--- src/rtl/uart_pkg.sv ---
// Shared UART definitions: receiver state encoding and default frame geometry.
package uart_pkg;

    localparam int unsigned UART_DATA_BITS   = 8;
    localparam int unsigned UART_SAMPLE_RATE = 16;

    typedef enum logic [1:0] {
        IDLE  = 2'd0,
        START = 2'd1,
        DATA  = 2'd2,
        STOP  = 2'd3
    } uart_rx_state_t;

endpackage : uart_pkg

--- src/rtl/uart_sync2.sv ---
// Two-flop synchronizer for an asynchronous single-bit input, with selectable reset value.
module uart_sync2 #(
    parameter logic RESET_VAL = 1'b0
) (
    input  logic i_clock,
    input  logic i_reset,
    input  logic i_d,
    output logic o_q
);

    logic r_meta;
    logic r_sync;

    // Two-stage capture of the asynchronous input.
    always_ff @(posedge i_clock or posedge i_reset) begin
        if (i_reset) begin
            r_meta <= RESET_VAL;
            r_sync <= RESET_VAL;
        end else begin
            r_meta <= i_d;
            r_sync <= r_meta;
        end
    end

    assign o_q = r_sync;

endmodule : uart_sync2

--- src/rtl/uart_rx_oversampled.sv ---
// UART receiver: oversampled start validation, mid-bit data sampling, stop check.
module uart_rx_oversampled
    import uart_pkg::*;
#(
    parameter int unsigned DATA_BITS   = UART_DATA_BITS,
    parameter int unsigned SAMPLE_RATE = UART_SAMPLE_RATE
) (
    input  logic                 i_clock,
    input  logic                 i_reset,
    input  logic                 i_sample_tick,
    input  logic                 i_rx,
    output logic [DATA_BITS-1:0] o_rx_data,
    output logic                 o_rx_valid,
    output logic                 o_framing_error,
    output logic                 o_busy
);

    localparam int unsigned TICK_W = $clog2(SAMPLE_RATE);
    localparam int unsigned BIT_W  = $clog2(DATA_BITS + 1);

    localparam logic [TICK_W-1:0] TICK_MID = TICK_W'(SAMPLE_RATE / 2 - 1);
    localparam logic [TICK_W-1:0] TICK_END = TICK_W'(SAMPLE_RATE - 1);
    localparam logic [BIT_W-1:0]  BIT_LAST = BIT_W'(DATA_BITS - 1);

    uart_rx_state_t r_state;
    uart_rx_state_t w_state_next;

    logic                 w_rxs;
    logic                 r_rxs_d;
    logic                 w_fall;
    logic [TICK_W-1:0]    r_tick_cnt;
    logic [BIT_W-1:0]     r_bit_cnt;
    logic [DATA_BITS-1:0] r_shift;
    logic [DATA_BITS-1:0] r_rx_data;
    logic                 r_rx_valid;
    logic                 r_framing_error;
    logic                 r_busy;

    logic w_tick_clr;
    logic w_tick_inc;
    logic w_bit_clr;
    logic w_shift;
    logic w_load;
    logic w_ferr;

    uart_sync2 #(
        .RESET_VAL (1'b1)
    ) u_sync_rx (
        .i_clock (i_clock),
        .i_reset (i_reset),
        .i_d     (i_rx),
        .o_q     (w_rxs)
    );

    // Delayed copy of the synchronized line for falling-edge detection.
    always_ff @(posedge i_clock or posedge i_reset) begin
        if (i_reset) begin
            r_rxs_d <= 1'b1;
        end else begin
            r_rxs_d <= w_rxs;
        end
    end

    assign w_fall = r_rxs_d & ~w_rxs;

    // FSM state register.
    always_ff @(posedge i_clock or posedge i_reset) begin
        if (i_reset) begin
            r_state <= IDLE;
        end else begin
            r_state <= w_state_next;
        end
    end

    // Next-state and datapath control; sampling decisions happen only on ticks.
    always_comb begin
        w_state_next = r_state;
        w_tick_clr   = 1'b0;
        w_tick_inc   = 1'b0;
        w_bit_clr    = 1'b0;
        w_shift      = 1'b0;
        w_load       = 1'b0;
        w_ferr       = 1'b0;
        case (r_state)
            IDLE: begin
                if (w_fall) begin
                    w_state_next = START;
                    w_tick_clr   = 1'b1;
                end
            end
            START: begin
                if (i_sample_tick) begin
                    if (r_tick_cnt == TICK_MID) begin
                        if (!w_rxs) begin
                            w_state_next = DATA;
                            w_tick_clr   = 1'b1;
                            w_bit_clr    = 1'b1;
                        end else begin
                            w_state_next = IDLE;
                        end
                    end else begin
                        w_tick_inc = 1'b1;
                    end
                end
            end
            DATA: begin
                if (i_sample_tick) begin
                    if (r_tick_cnt == TICK_END) begin
                        w_shift    = 1'b1;
                        w_tick_clr = 1'b1;
                        if (r_bit_cnt == BIT_LAST) begin
                            w_state_next = STOP;
                        end
                    end else begin
                        w_tick_inc = 1'b1;
                    end
                end
            end
            STOP: begin
                if (i_sample_tick) begin
                    if (r_tick_cnt == TICK_END) begin
                        w_state_next = IDLE;
                        if (w_rxs) begin
                            w_load = 1'b1;
                        end else begin
                            w_ferr = 1'b1;
                        end
                    end else begin
                        w_tick_inc = 1'b1;
                    end
                end
            end
            default: begin
                w_state_next = IDLE;
            end
        endcase
    end

    // Tick/bit counters and LSB-first shift register.
    always_ff @(posedge i_clock or posedge i_reset) begin
        if (i_reset) begin
            r_tick_cnt <= '0;
            r_bit_cnt  <= '0;
            r_shift    <= '0;
        end else begin
            if (w_tick_clr) begin
                r_tick_cnt <= '0;
            end else if (w_tick_inc) begin
                r_tick_cnt <= r_tick_cnt + TICK_W'(1);
            end
            if (w_bit_clr) begin
                r_bit_cnt <= '0;
            end else if (w_shift) begin
                r_bit_cnt <= r_bit_cnt + BIT_W'(1);
            end
            if (w_shift) begin
                r_shift <= {w_rxs, r_shift[DATA_BITS-1:1]};
            end
        end
    end

    // Registered outputs; the word is only replaced by a correctly framed one.
    always_ff @(posedge i_clock or posedge i_reset) begin
        if (i_reset) begin
            r_rx_data       <= '0;
            r_rx_valid      <= 1'b0;
            r_framing_error <= 1'b0;
            r_busy          <= 1'b0;
        end else begin
            r_rx_valid      <= w_load;
            r_framing_error <= w_ferr;
            r_busy          <= (w_state_next != IDLE);
            if (w_load) begin
                r_rx_data <= r_shift;
            end
        end
    end

    assign o_rx_data       = r_rx_data;
    assign o_rx_valid      = r_rx_valid;
    assign o_framing_error = r_framing_error;
    assign o_busy          = r_busy;

endmodule : uart_rx_oversampled

--- config.mk ---
export PLATFORM = sky130hd
export DESIGN_NAME = uart_rx_oversampled
export DESIGN_NICKNAME = d
export VERILOG_FILES = /design/src/rtl/uart_pkg.sv /design/src/rtl/uart_sync2.sv /design/src/rtl/uart_rx_oversampled.sv
export SDC_FILE = /design/constraint.sdc
export NUM_CORES = 1
export LEC_CHECK = 0
export ABC_AREA = 1
export CORE_UTILIZATION = 54
export CTS_CLUSTER_DIAMETER = 30
export DETAILED_ROUTE_END_ITERATION = 8
export GPL_TIMING_DRIVEN = 0
export PLACE_DENSITY = 0.76
export SYNTH_ARGS = -nofsm -noshare
export SYNTH_HDL_FRONTEND = slang
export SYNTH_SLANG_ARGS = --single-unit
export TNS_END_PERCENT = 30
--- constraint.sdc ---
create_clock -name i_clock -period 1.8 [get_ports i_clock]
set_clock_uncertainty 0.2 [all_clocks]
set_input_delay 0.27 -clock i_clock [delete_from_list [all_inputs] [get_ports i_clock]]
set_output_delay 0.27 -clock i_clock [all_outputs]
set_load 0.01 [all_outputs]
run_1/class_map.png
Drawn at 4 px/µm.
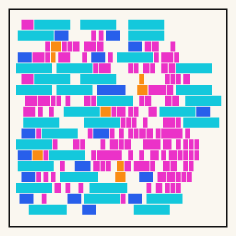
[cyan] registers | cells: 32 | share of their area: 48%
[blue] remaining buffers and delay cells | cells: 17 | share of their area: 11%
[orange] clock drivers and dummy loads | cells: 8 | share of their area: 3.0%
[magenta] remaining logic cells | cells: 125 | share of their area: 38%
Row Count: 18
Seq area share: 0.474
Final Util: 0.673

run_1/clock_nets.png
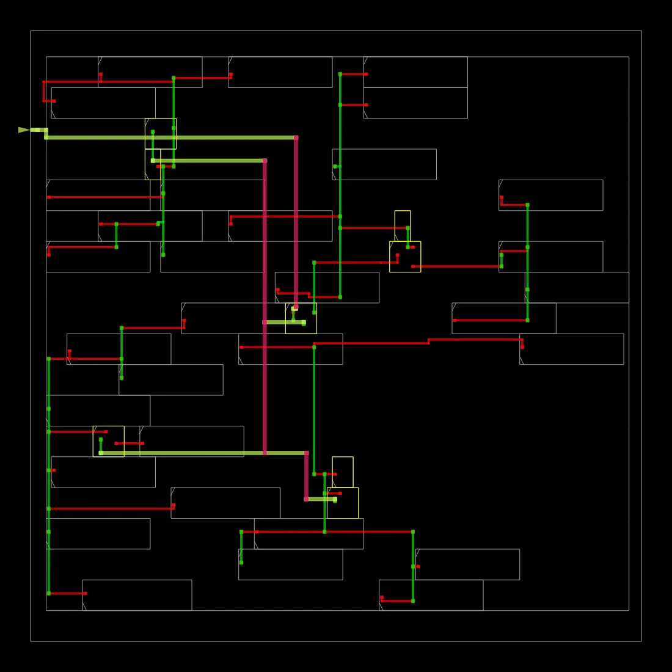
Sink Count: 32
Flops: 32
Late-Pin Clk Latency: 0.33 ns

==> changes_impl.md, run 1 <==
### Changed

- OpenROAD warning count: 26
- # Cells Yosys: approximately 160
- Register Area: about 800 µm²
- Comb area leader: simple AND/OR/NAND/NOR gates
- GR Layer Usage met2: 0.393
- Final Setup Violations: 0
- Arrival time at the worst endpoint: ~1.3 ns
- Post-cts repair resize count: 0
- Setup WS post-layout: ~0.083 ns
- Slew Limit Fails: 0
- CP Cell Sequence: clkdlybuf4s50_1
- Slew @ Worst Pin: 1.17 ns
- Synth warnings: 0
- Sequential area share after synthesis: 0.551
- Gr busiest metal: met2
- Headroom to the max-slew limit: 0.217
- Clk root buf: clkbuf_4
- Maximum fanout along the worst path: 2
- Final cell count without fillers: around 210
- Synth-to-layout area growth: 16.3%
- CORE AREA: 2520 µm²
- Worst slack, placed: -0.0803 ns
- Hold endpoint: u_sync_rx.r_meta
- Crit path from: o_rx_data[2]
- CTS Buffer Depth: 2
- Initial antenna violation count: 0
- Hold Crit Class: in2reg
- Post-Synth XOR/XNOR Area: 0.00600
- Most numerous logic cells after layout: nand2_1, dfrtp_1, inv_1
- Outcome: finished clean
- Non-Filler Cell Area, Final: about 1700 µm²
- CP Buf/Inv Count: 1
- Residual DRC count: 0
- Cts hold-fix bufs: 0
- Io pins: 15
- Tmin final: ~1.7 ns
- Met2 WL: about 1.4 mm
- Number of fill cells: 209
run_1/layers.png
Drawn at 4 px/µm.
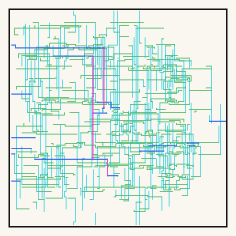
[green] M1 | wire length: 1190 µm
[blue] M3 | wire length: 105 µm
[magenta] M4 | wire length: 44.9 µm
[cyan] M2 | wire length: 1410 µm
wire per inst: 13.0 µm
Total Wirelength: 2.75 mm
routed vias: 1099
total global-route track usage: 0.232

## run 1: synthesized netlist by cell type
master	count	area share
a21oi_1	2	0.0069
buf_12	1	0.014
buf_6	2	0.015
dfrtp_1	29	0.50
dfstp_2	3	0.054
ha_1	2	0.017
inv_1	26	0.067
inv_2	1	0.0026
nand2_1	37	0.095
nand3_1	12	0.041
nand3_2	1	0.0069
nand4_1	6	0.026
nand4_2	1	0.0086
nor2_1	14	0.036
nor2_2	2	0.0086
nor2_4	1	0.0077
nor3_1	1	0.0034
o2111ai_1	1	0.0060
o21ai_0	8	0.027
o21ai_2	9	0.054
xor2_1	1	0.0060
## run 1: report_power, final
| group | internal [mW] | switching [mW] |
|---|---|---|
| combinational | 0.272 | 0.358 |
| sequential | 0.908 | 0.159 |
| clock | 0.152 | 0.240 |
| total | 1.33 | 0.757 |
run_1/pinout.png
Drawn at 6 px/µm. Pins as bars across the die edge, other pins in gray.
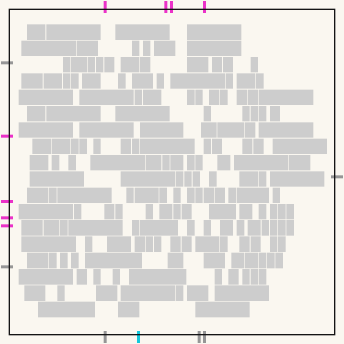

==> run 1 -> run 2 <==
--- a/config.mk
+++ b/config.mk
@@ -6,11 +6,13 @@
 export NUM_CORES = 1
 export LEC_CHECK = 0
 export ABC_AREA = 1
+export CORE_MARGIN = 2
 export CORE_UTILIZATION = 54
 export CTS_CLUSTER_DIAMETER = 30
 export DETAILED_ROUTE_END_ITERATION = 8
 export GPL_TIMING_DRIVEN = 0
 export PLACE_DENSITY = 0.76
+export SETUP_SLACK_MARGIN = 0.2
 export SYNTH_ARGS = -nofsm -noshare
 export SYNTH_HDL_FRONTEND = slang
 export SYNTH_SLANG_ARGS = --single-unit
run_2/pinout.png
Drawn at 6 px/µm. Pins as bars across the die edge, other pins in gray.
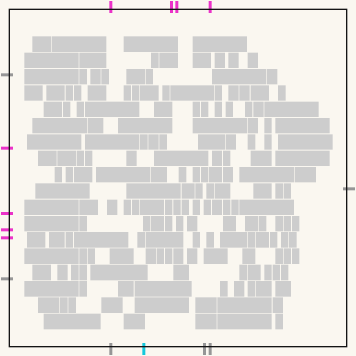
[magenta] o_rx_data | pins: 8 | direction: output | edge: 4 left, 4 top
[cyan] o_rx_valid | pins: 1 | direction: output | edge: bottom
die width: 56 µm
# port buffers: 14

run_2/clock_nets.png
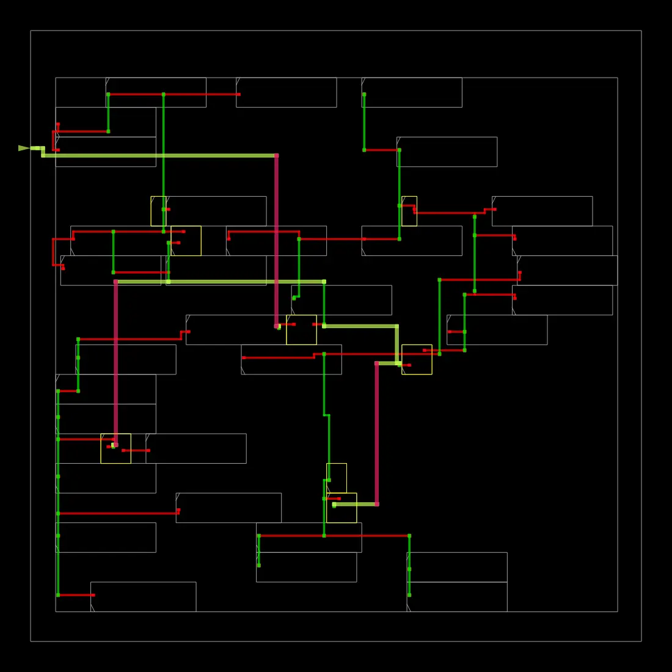
Clock Buffer Count: 7
power of the clock network: 0.387 mW
Num CTS Buffers: 5

==> run 2 against run 1 <==
Cell area increased by 1.6%. Sequential cell count unchanged. Core utilization is 1.1 points higher. Count of clock-buffer cells in the layout did not move. Fmax rose by 3.8%. Power increased by 1.8%. Die size increased by 7.5%. Highest routed layer unchanged.
==> changes_impl.md, run 2 <==
### Changed

- Routed vias: 1120 (was 1099)
- CP Cell Sequence: clkdlybuf4s50_1 (unchanged)
- Clk root buf: clkbuf_4 (unchanged)
- Late-Pin Clk Latency: 0.33 ns (about the same)
- Final Setup Violations: 0 (unchanged)
- Leading area contributor after synthesis: dfrtp_1 (unchanged)
- Sink Count: 32 (unchanged)
- Hold endpoint: u_sync_rx.r_meta (unchanged)
- Most numerous logic cells after layout: nand2_1, dfrtp_1, inv_1 (unchanged)
- Worst slack, placed: -0.0814 ns (was -0.0803 ns)
- Synth Flop Type: dfrtp_1 (unchanged)
- Initial antenna violation count: 0 (unchanged)
- Arrival time at the worst endpoint: 1.18 ns (was 1.25 ns)
- Total Wirelength: 2.80 mm (was 2.75 mm)
- CORE AREA: 2520 µm² (unchanged)
- Wire per inst: 13.1 µm (was 13.0 µm)
- Top cells, area: dfrtp_1, nand2_1, inv_1 (unchanged)
- Sequential Power: 1.07 mW (about the same)
- Outcome: finished clean (unchanged)
- Non-Filler Cell Area, Final: 1730 µm² (was 1700 µm²)
- Combinational share of power: 0.316 (was 0.302)
- # Cells Yosys: 160 (unchanged)
- Maximum fanout along the worst path: 1 (was 2)
- Clk network pwr share: 0.182 (was 0.188)
- Slew @ Worst Pin: 0.661 ns (was 1.17 ns)
- Synth-to-layout area growth: 18.2% (was 16.3%)
- Setup WS post-layout: 0.146 ns (was 0.0829 ns)
- Fp util: 0.579 (unchanged)
- OpenROAD warning count: 28 (was 26)
- Headroom to the max-slew limit: 0.558 (was 0.217)
- Main power group: sequential cells (unchanged)
- Post-cts repair resize count: 11 (was 0)
- Top-count cell post-synth: nand2_1 (unchanged)
- Flop pwr share: 0.503 (was 0.511)
- Tmin final: 1.65 ns (was 1.72 ns)
- CTS Buffer Depth: 2 (unchanged)
- Sequential area share after synthesis: 0.551 (unchanged)
- Cts hold-fix bufs: 0 (unchanged)
- Comb area leader: simple AND/OR/NAND/NOR gates (unchanged)
- Io pins: 15 (unchanged)
- Synth warnings: 0 (unchanged)
- Count of library flops with an enable pin: 0 (unchanged)
- Crit path from: o_busy (was o_rx_data[2])
- Area leader share: 0.497 (unchanged)
- Comb. pwr: 0.672 mW (was 0.630 mW)
- Async S/R FF share, synth: 1.00 (unchanged)
- Hold Crit Class: in2reg (unchanged)
- Final Util: 0.684 (was 0.673)
[run 2: cell counts after synthesis]
No cell type changed its count.
[run 2: area by class of cell]
class | count | area, µm²
buffer | 3 | 42.5
sequential | 32 | 805
multi-input combinational | 98 | 537
timing repair buffer | 16 | 149
clock buffer | 7 | 45.0
tap | 30 | 37.5
clock inverter | 1 | 5.00
fill | 204 | 797
inverter | 27 | 105
[run 2: layer usage]
metal  wire length, µm  track usage  vias to the layer above
met1              1140        0.214                      533
met4                57       0.0884                        0
met2              1480        0.370                       23
met5                 0            0                        -
met3               122       0.0535                        9
li1                  -            -                      555
[run 2: stage by stage]
step | total power, mW | std cells
after global placement | 1.66 | 204
final | 2.13 | 214
after detailed placement | 1.70 | 204
after CTS | 2.12 | 214
after global routing | 2.29 | 214
after floorplan | 1.48 | 160
run_2/layers.png
Drawn at 4 px/µm.
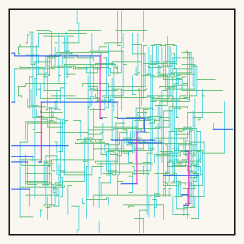

==> run 2 -> run 3 <==
--- a/config.mk
+++ b/config.mk
@@ -10,7 +10,6 @@
 export CORE_UTILIZATION = 54
 export CTS_CLUSTER_DIAMETER = 30
 export DETAILED_ROUTE_END_ITERATION = 8
-export GPL_TIMING_DRIVEN = 0
 export PLACE_DENSITY = 0.76
 export SETUP_SLACK_MARGIN = 0.2
 export SYNTH_ARGS = -nofsm -noshare
run_3/layers.png
Drawn at 4 px/µm.
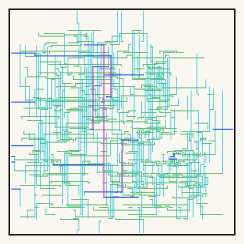
wire per inst: 14.2 µm
Total Wirelength: 3.15 mm
total global-route track usage: 0.201
routed vias: 1177

==> run 3 against run 2 <==
Wire length increased by 13%. Synthesized cell count unchanged. Register-to-register slack improved by 0.04 ns. Non-clock buffer count increased by 7. Area after synthesis unchanged. Power increased by 14%. Combinational power increased by 3.9%. Sequential cell count unchanged. Worst hold slack got worse by 0.072 ns. Via count increased by 5.1%. Worst setup slack got worse by 0.017 ns. Critical path depth unchanged. Critical endpoint is now o_rx_valid.
==> changes_impl.md, run 3 <==
### Changed

- Comb. pwr: 0.698 mW (was 0.672 mW)
- Arrival time at the worst endpoint: 1.20 ns (was 1.18 ns)
- Gr busiest metal: met2 (unchanged)
- Count of library flops with an enable pin: 0 (unchanged)
- Comb area leader: simple AND/OR/NAND/NOR gates (unchanged)
- Maximum fanout along the worst path: 1 (unchanged)
- Post-cts repair resize count: 12 (was 11)
- Row Count: 18 (unchanged)
- Tmin final: 1.67 ns (was 1.65 ns)
- # port buffers: 14 (unchanged)
- GR Layer Usage met2: 0.316 (was 0.370)
- Clk root buf: clkbuf_4 (unchanged)
- Slew Limit Fails: 0 (unchanged)
- Top Metal Used: met4 (unchanged)
- Sink Count: 32 (unchanged)
- Main power group: sequential cells (unchanged)
- Synth-to-layout area growth: 31.1% (was 18.2%)
- Async S/R FF share, synth: 1.00 (unchanged)
- Synth Flop Type: dfrtp_1 (unchanged)
- DP Cell Count: 204 (unchanged)
- Sequential area share after synthesis: 0.551 (unchanged)
- Worst slack, placed: -0.0372 ns (was -0.0814 ns)
- Combinational share of power: 0.289 (was 0.316)
- Residual DRC count: 0 (unchanged)
- Outcome: finished clean (unchanged)
- Setup WS post-layout: 0.128 ns (was 0.146 ns)
- CTS Buffer Depth: 2 (unchanged)
- Routed wl met3: 106 µm (was 122 µm)
- OpenROAD warning count: 28 (unchanged)
- Num CTS Buffers: 5 (unchanged)
- Met2 WL: 1.58 mm (was 1.48 mm)
- Top-count cell post-synth: nand2_1 (unchanged)
- Initial antenna violation count: 0 (unchanged)
- WL met1: 1.38 mm (was 1.14 mm)
- Top cells, area: dfrtp_1, nand2_1, inv_1 (unchanged)
- Post-Synth XOR/XNOR Area: 0.00600 (unchanged)
- Tot Pwr: 2.42 mW (was 2.13 mW)
- # Cells Yosys: 160 (unchanged)
- CP Buf/Inv Count: 1 (unchanged)
- Die width: 56 µm (unchanged)
- Final cell count without fillers: 221 (was 214)
- Hold Crit Class: in2async (was in2reg)
- CORE AREA: 2520 µm² (unchanged)
- GRT met3 Usage: 0.0605 (was 0.0535)
- Net Switching: 0.841 mW (was 0.778 mW)
run_3/clock_nets.png
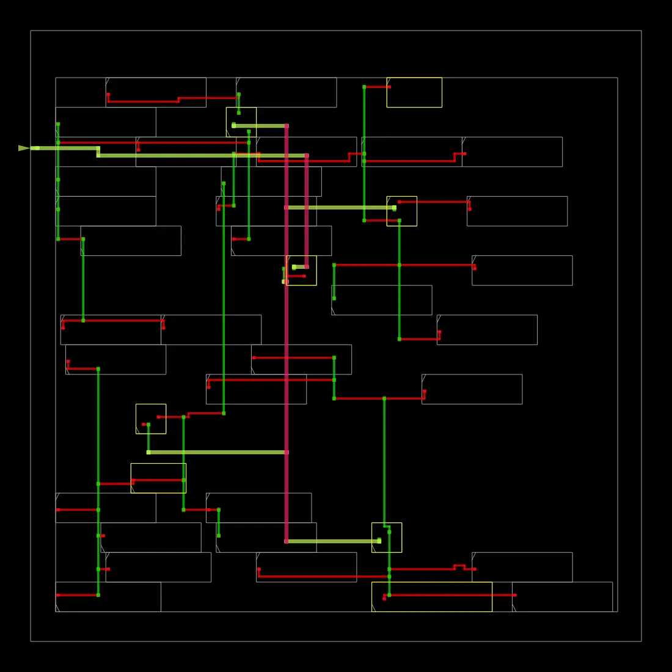
Late-Pin Clk Latency: 0.34 ns
power of the clock network: 0.637 mW

-- run 3: per-stage QoR --
| stage | TNS (ns) | utilization | instance area (µm²) | hold WS (ns) |
|---|---|---|---|---|
| floorplan | 0 | - | 1460 | 0.0745 |
| global placement | 0 | 0.656 | 1660 | 0.146 |
| detailed placement | -0.0954 | 0.656 | 1660 | 0.149 |
| CTS | 0 | 0.703 | 1770 | 0.0634 |
| global route | 0 | 0.759 | 1910 | 0.0764 |
| finish | 0 | 0.759 | 1910 | 0.0717 |
-- run 3: final cells by class --
cell class,count,area (µm²)
Inverter,27,114
Multi-Input combinational cell,98,571
Clock inverter,1,30.0
Timing Repair Buffer,26,293
Tap cell,30,37.5
Fill cell,179,608
Sequential cell,32,805
Clock buffer,7,65.1
Power and IR drop assume default switching activity.
